File: src/rtl/interp_upsampler_pkg.sv
// -----------------------------------------------------------------------------
// interp_upsampler_pkg
//   Shared definitions for the linear-interpolating upsampler:
//     FRAC        - fractional bits carried by the interpolation accumulator
//     state_t     - IDLE / RUN control state encoding
//     ratio_log2  - maps the 3-bit ratio code to log2(R), saturating at 4
// -----------------------------------------------------------------------------
package interp_upsampler_pkg;

  localparam int FRAC = 4;

  typedef enum logic {
    IDLE = 1'b0,
    RUN  = 1'b1
  } state_t;

  // Codes 0..3 select R = 1,2,4,8; every code from 4 upward selects R = 16.
  function automatic logic [2:0] ratio_log2(input logic [2:0] sel);
    return (sel > 3'd4) ? 3'd4 : sel;
  endfunction

endpackage : interp_upsampler_pkg

File: src/rtl/interp_upsampler.sv
// -----------------------------------------------------------------------------
// interp_upsampler
//   Accepts one unsigned sample per input handshake and emits R = 2^k linearly
//   interpolated samples stepping from the previous input towards the current
//   one: out_i = prev + floor((cur - prev) * i / R), i = 0..R-1.
//
// Ports
//   clk         in   rising-edge clock
//   sclr_n      in   synchronous active-low reset
//   interp_sel  in   ratio code (0->1, 1->2, 2->4, 3->8, 4..7->16), sampled on accept
//   in_data     in   input sample (unsigned, BIT_WIDTH)
//   in_valid    in   input sample present
//   in_ready    out  block can take an input (combinational from out_ready)
//   out_data    out  interpolated sample
//   out_valid   out  out_data is valid
//   out_ready   in   downstream accepts the current output
// -----------------------------------------------------------------------------
module interp_upsampler
  import interp_upsampler_pkg::*;
#(
  parameter int BIT_WIDTH = 16
) (
  input  logic                 clk,
  input  logic                 sclr_n,
  input  logic [2:0]           interp_sel,
  input  logic [BIT_WIDTH-1:0] in_data,
  input  logic                 in_valid,
  output logic                 in_ready,
  output logic [BIT_WIDTH-1:0] out_data,
  output logic                 out_valid,
  input  logic                 out_ready
);

  // Accumulator: BIT_WIDTH integer bits, FRAC fraction bits, one sign bit.
  localparam int ACC_W = BIT_WIDTH + 5;

  state_t                    r_state;
  state_t                    w_state_nxt;
  logic [BIT_WIDTH-1:0]      r_prev;
  logic [BIT_WIDTH-1:0]      r_cur;
  logic signed [ACC_W-1:0]   r_acc;
  logic signed [ACC_W-1:0]   r_step;
  logic [3:0]                r_phase;
  logic [2:0]                r_k;

  logic                      w_accept;
  logic                      w_out_fire;
  logic                      w_last;
  logic [4:0]                w_ratio;
  logic [3:0]                w_phase_max;
  logic [2:0]                w_k_new;
  logic [2:0]                w_shift;
  logic [BIT_WIDTH-1:0]      w_new_prev;
  logic signed [BIT_WIDTH:0] w_diff;
  logic signed [ACC_W-1:0]   w_diff_ext;
  logic signed [ACC_W-1:0]   w_step_new;
  logic signed [ACC_W-1:0]   w_acc_new;

  // ---------------------------------------------------------------------------
  // Burst bookkeeping
  // ---------------------------------------------------------------------------
  // R-1 as a 4-bit value; for k=4 the 5-bit ratio 16 wraps cleanly to 15.
  assign w_ratio     = 5'd1 << r_k;
  assign w_phase_max = 4'(w_ratio - 5'd1);
  assign w_last      = (r_phase == w_phase_max);

  assign w_accept    = in_valid && in_ready;
  assign w_out_fire  = out_valid && out_ready;

  // ---------------------------------------------------------------------------
  // Reload arithmetic
  // ---------------------------------------------------------------------------
  // A back-to-back reload happens from RUN on the last phase; the sample that
  // was "current" becomes the new starting point in the same edge.
  assign w_new_prev = (r_state == RUN) ? r_cur : r_prev;
  assign w_k_new    = ratio_log2(interp_sel);
  assign w_shift    = 3'(FRAC) - w_k_new;

  // Difference is one bit wider than a sample so it can go negative; scaling by
  // 2^(FRAC-k) is exact because R never exceeds 2^FRAC.
  assign w_diff     = $signed({1'b0, in_data}) - $signed({1'b0, w_new_prev});
  assign w_diff_ext = {{(ACC_W - BIT_WIDTH - 1){w_diff[BIT_WIDTH]}}, w_diff};
  assign w_step_new = w_diff_ext <<< w_shift;
  assign w_acc_new  = {1'b0, w_new_prev, {FRAC{1'b0}}};

  // ---------------------------------------------------------------------------
  // FSM: state register
  // ---------------------------------------------------------------------------
  // NOTE: clocked state uses non-blocking assignments so every register sees
  // the pre-edge value of every other register, independent of process order.
  always_ff @(posedge clk) begin
    if (!sclr_n) begin
      r_state <= IDLE;
    end else begin
      r_state <= w_state_nxt;
    end
  end

  // ---------------------------------------------------------------------------
  // FSM: next-state logic
  // ---------------------------------------------------------------------------
  // NOTE: every combinational output gets a default first so no path through
  // the block leaves it unassigned, which would otherwise infer a latch.
  always_comb begin
    w_state_nxt = r_state;
    if (w_accept) begin
      w_state_nxt = RUN;
    end else if ((r_state == RUN) && w_out_fire && w_last) begin
      w_state_nxt = IDLE;
    end
  end

  // ---------------------------------------------------------------------------
  // FSM: outputs
  // ---------------------------------------------------------------------------
  always_comb begin
    out_valid = 1'b0;
    out_data  = '0;
    in_ready  = 1'b0;
    if (r_state == RUN) begin
      out_valid = 1'b1;
      // Floor truncation of the fixed-point accumulator.
      out_data  = r_acc[BIT_WIDTH+FRAC-1:FRAC];
    end
    // Ready is held low throughout reset; in RUN it opens only on the final
    // phase when that output is being taken, giving a bubble-free reload.
    if (sclr_n) begin
      in_ready = (r_state == IDLE) || (w_last && out_ready);
    end
  end

  // ---------------------------------------------------------------------------
  // Datapath registers
  // ---------------------------------------------------------------------------
  always_ff @(posedge clk) begin
    if (!sclr_n) begin
      r_prev  <= '0;
      r_cur   <= '0;
      r_acc   <= '0;
      r_step  <= '0;
      r_phase <= '0;
      r_k     <= '0;
    end else if (w_accept) begin
      r_prev  <= w_new_prev;
      r_cur   <= in_data;
      r_k     <= w_k_new;
      r_acc   <= w_acc_new;
      r_step  <= w_step_new;
      r_phase <= '0;
    end else if (w_out_fire) begin
      if (!w_last) begin
        r_acc   <= r_acc + r_step;
        r_phase <= r_phase + 4'd1;
      end else begin
        // Burst complete: the next input interpolates from this sample.
        r_prev  <= r_cur;
      end
    end
  end

endmodule : interp_upsampler
File: config.mk
export PLATFORM = sky130hd
export DESIGN_NAME = interp_upsampler
export DESIGN_NICKNAME = d
export VERILOG_FILES = /design/src/rtl/interp_upsampler_pkg.sv /design/src/rtl/interp_upsampler.sv
export SDC_FILE = /design/constraint.sdc
export NUM_CORES = 1
export LEC_CHECK = 0
export ABC_CLOCK_PERIOD_IN_PS = 3450
export CORE_MARGIN = 8
export CORE_UTILIZATION = 25
export CTS_CLUSTER_DIAMETER = 30
export CTS_CLUSTER_SIZE = 12
export DETAILED_ROUTE_END_ITERATION = 7
export PLACE_DENSITY_LB_ADDON = 0.25
export SLEW_MARGIN = 0
export SYNTH_ARGS = -nofsm -noshare
export SYNTH_HDL_FRONTEND = slang
export SYNTH_SLANG_ARGS = --single-unit
File: constraint.sdc
create_clock -name clk -period 3.45 [get_ports clk]
set_input_delay 1.035 -clock clk [delete_from_list [all_inputs] [get_ports clk]]
set_output_delay 1.035 -clock clk [all_outputs]
set_load 0.03 [all_outputs]
==> flow_summary.json <==
{
  "area_growth_pct": 27.7,
  "hp-start": "r_step[2]$_SDFFE_PN0P_",
  "cts_sinks": 80,
  "endpoint": "in_ready",
  "violations": "setup timing",
  "buffers": 120,
  "whs_path_depth": 2,
  "leakage_nw": 2.82,
  "synthTopCellsByArea": "dfxtp_1 (27%), ha_1 (8.2%), mux2i_1 (7.6%)",
  "drive_gt1_frac": 0.184,
  "vias_per_cell": 4.63,
  "edf_count": 0,
  "cts_tree": "done",
  "finalClockSkew_ns": 0.00933,
  "drv_slew": 0,
  "pwr-share-comb": 0.274,
  "ctsHtreeMaxLevel": 3,
  "dp_hpwl_um": 12600,
  "dieArea_um2": 28400,
  "setup_ws_ns": -0.0701,
  "path_clk_slew_ns": 0.06,
  "r2r_slack_ns": 0.24,
  "grt_max_degree": 62,
  "seq_share": 0.216,
  "io_pins": 41,
  "drc": 0,
  "switchingPower_uw": 885,
  "clk_latency_ns": 0.35,
  "final_cell_mix": "buf_4 (78), dfxtp_1 (77), nand2_1 (63), nor2_1 (49), mux2i_1 (44)",
  "seqPwrFrac": 0.352,
  "finalHoldViolCount": 0,
  "status": "finished with violations",
  "clock_buffers": 10,
  "seq_area_um2": 1610,
  "cts.path.max_buffers": 2,
  "drt-initial-drc-count": 274,
  "tool_warnings": 28,
  "worstSetupEndpointType": "output port",
  "yosysTopAreaCellShare": 0.275,
  "yosys_warnings": 0,
  "grt_pass1_wl_um": 26000,
  "numCtsBuffers": 9,
  "antenna_found_initial": 0,
  "top_area_cell": "dfxtp_1",
  "ys_ff": 80,
  "ys_area_um2": 5830,
  "fmax_ghz": 0.284,
  "rows": 56,
  "syn_inst": 687,
  "ff_count": 80,
  "diodes": 0,
  "final_nets": 841,
  "dominant_cells": "logic gates",
  "path_class": "register to output port",
  "setup.worst_path.start": "r_k[1]$_SDFFE_PN0P_",
  "setup_violations": 1,
  "grt_setup_unrepaired": "true",
  "peakVddDrop_mv": 0.230,
  "seq_area_frac_synth": 0.275,
  "multi_input_comb_cells": 551,
  "reg2reg_depth": 11,
  "p_comb_uw": 792,
  "initial_core_util": 0.251,
  "r2r_start": "r_state$_SDFFE_PN0P_",
  "worstReg2RegEnd": "r_step[18]$_SDFFE_PN0P_",
  "worstSetupStartpointType": "register",
  "grt_overflow_total": 0,
  "sh_comb_area": 0.541,
  "synthArstFlopShare": 0,
  "dr.pass1.iters": 5,
  "final.fill_count": 2459,
  "fin_hold_ws_ns": 0.464,
  "intPower_mw": 2.01,
  "synthesis.area_um2": 5830,
  "io_buffers": 40
}
[cell usage after synthesis (10+ instances only)]
cell / instances
mux2i_1: 44
xor2_1: 11
nand3_1: 25
nor2b_1: 34
a21boi_0: 26
xnor2_1: 21
clkbuf_1: 17
a221oi_1: 10
nand2_1: 63
and2_1: 19
ha_1: 38
o21ai_0: 30
nor3_1: 13
inv_1: 15
nor2_1: 50
dfxtp_1: 80
a21oi_1: 32
a21o_1: 14
[per-layer routing]
metal,track usage,part of all wire,up-vias
li1,-,-,2679
met1,0.166,0.54,2334
met2,0.167,0.41,76
met3,0.0231,0.029,11
met4,0.0291,0.011,0
met5,0,0,-
[through the flow]
stage	power [mW]	setup slack, ns	cell area, um^2	std cells
4_1_cts	2.91	-0.146	7350	1100
3_5_place_dp	1.81	-0.566	6940	1079
5_1_grt	3.04	-0.183	7440	1102
2_1_floorplan	1.54	0.0192	5840	687
6_report	2.89	-0.0701	7440	1102
3_3_place_gp	1.81	-0.527	6940	1079
[critical path, cell delays in order (launching register included)]
cell       delay [ns]
dfxtp_2          0.32
or3_1            0.37
ha_2             0.19
xnor2_2          0.14
mux2i_1          0.13
a2111oi_2        0.37
buf_4            0.22
a21bo_1          0.14
and2_4           0.15
buf_6            0.12
[cells by family (layout without fill, tap and decap cells)]
group,count (synthesis),in the layout,synth area share
compound gates,187,187,0.229
xor+xnor,33,33,0.0509
buf+inv,56,152,0.0548
fa+ha+maj,40,40,0.0885
simple gates,241,241,0.209
mux,50,50,0.0930
flops,80,80,0.275
[repair_timing]
item                       CTS  global route
setup buffers                5             2
pin swaps                   14            21
resized                     13            16
hold buffers                 0             0
setup endpoints to repair   15            15
[state kept, by name, indices dropped and copies added, names as in the netlist]
register / count
r_step: 20
r_cur: 16
r_state: 1
r_k: 3
r_prev: 16
r_acc: 20
r_phase: 4
Fig. 1: routed metal per tile
Bar = 50 um. 34 x 34 tiles, from black (low) to pale yellow (high), scaled to the fullest tile. Values are wire area over tile area, all layers added.
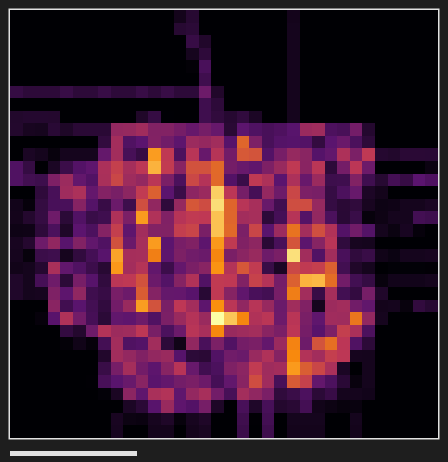
fullest tile	0.49
nearly empty tiles	39%
tiles over half the peak	7.9%
WL final: 16300 um
routed len/inst: 14.7 um
total global-route track usage: 0.114

Fig. 2: metal 1
Bar = 50 um.
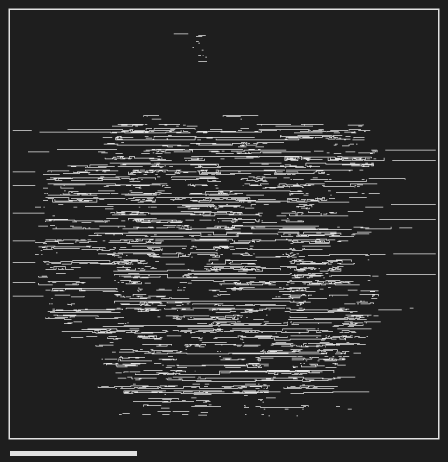
main direction	horizontal
longest straight run	69.2 um
nets with wire on the layer	811
GR Util met1: 0.166
via count: 5100

Fig. 3: placement density heat map
Bar = 50 um. 17 x 17 tiles, from black (low) to pale yellow (high), 0 to 100% covered.
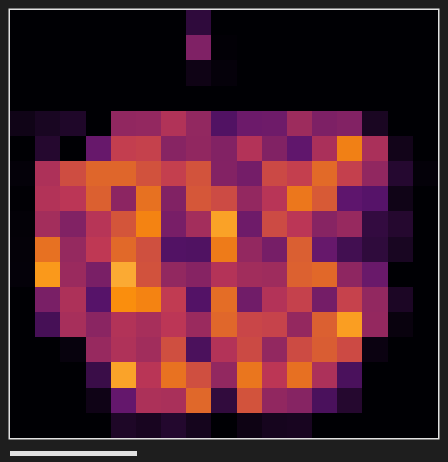
nearly empty tiles	39%
tiles over 75% full	2.1%
fullest tile	82%
emptiest ninth of the die	north-west
mean over tiles	25%
Core Util, Final: 0.321
Core Area: 23200 um^2

Fig. 4: met2 routing
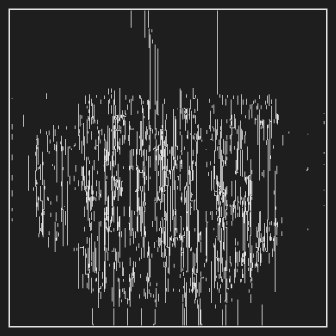
longest straight run	64.6 um
share of all routed wire	41%
met2 usage: 0.167

Power and IR drop assume default switching activity.
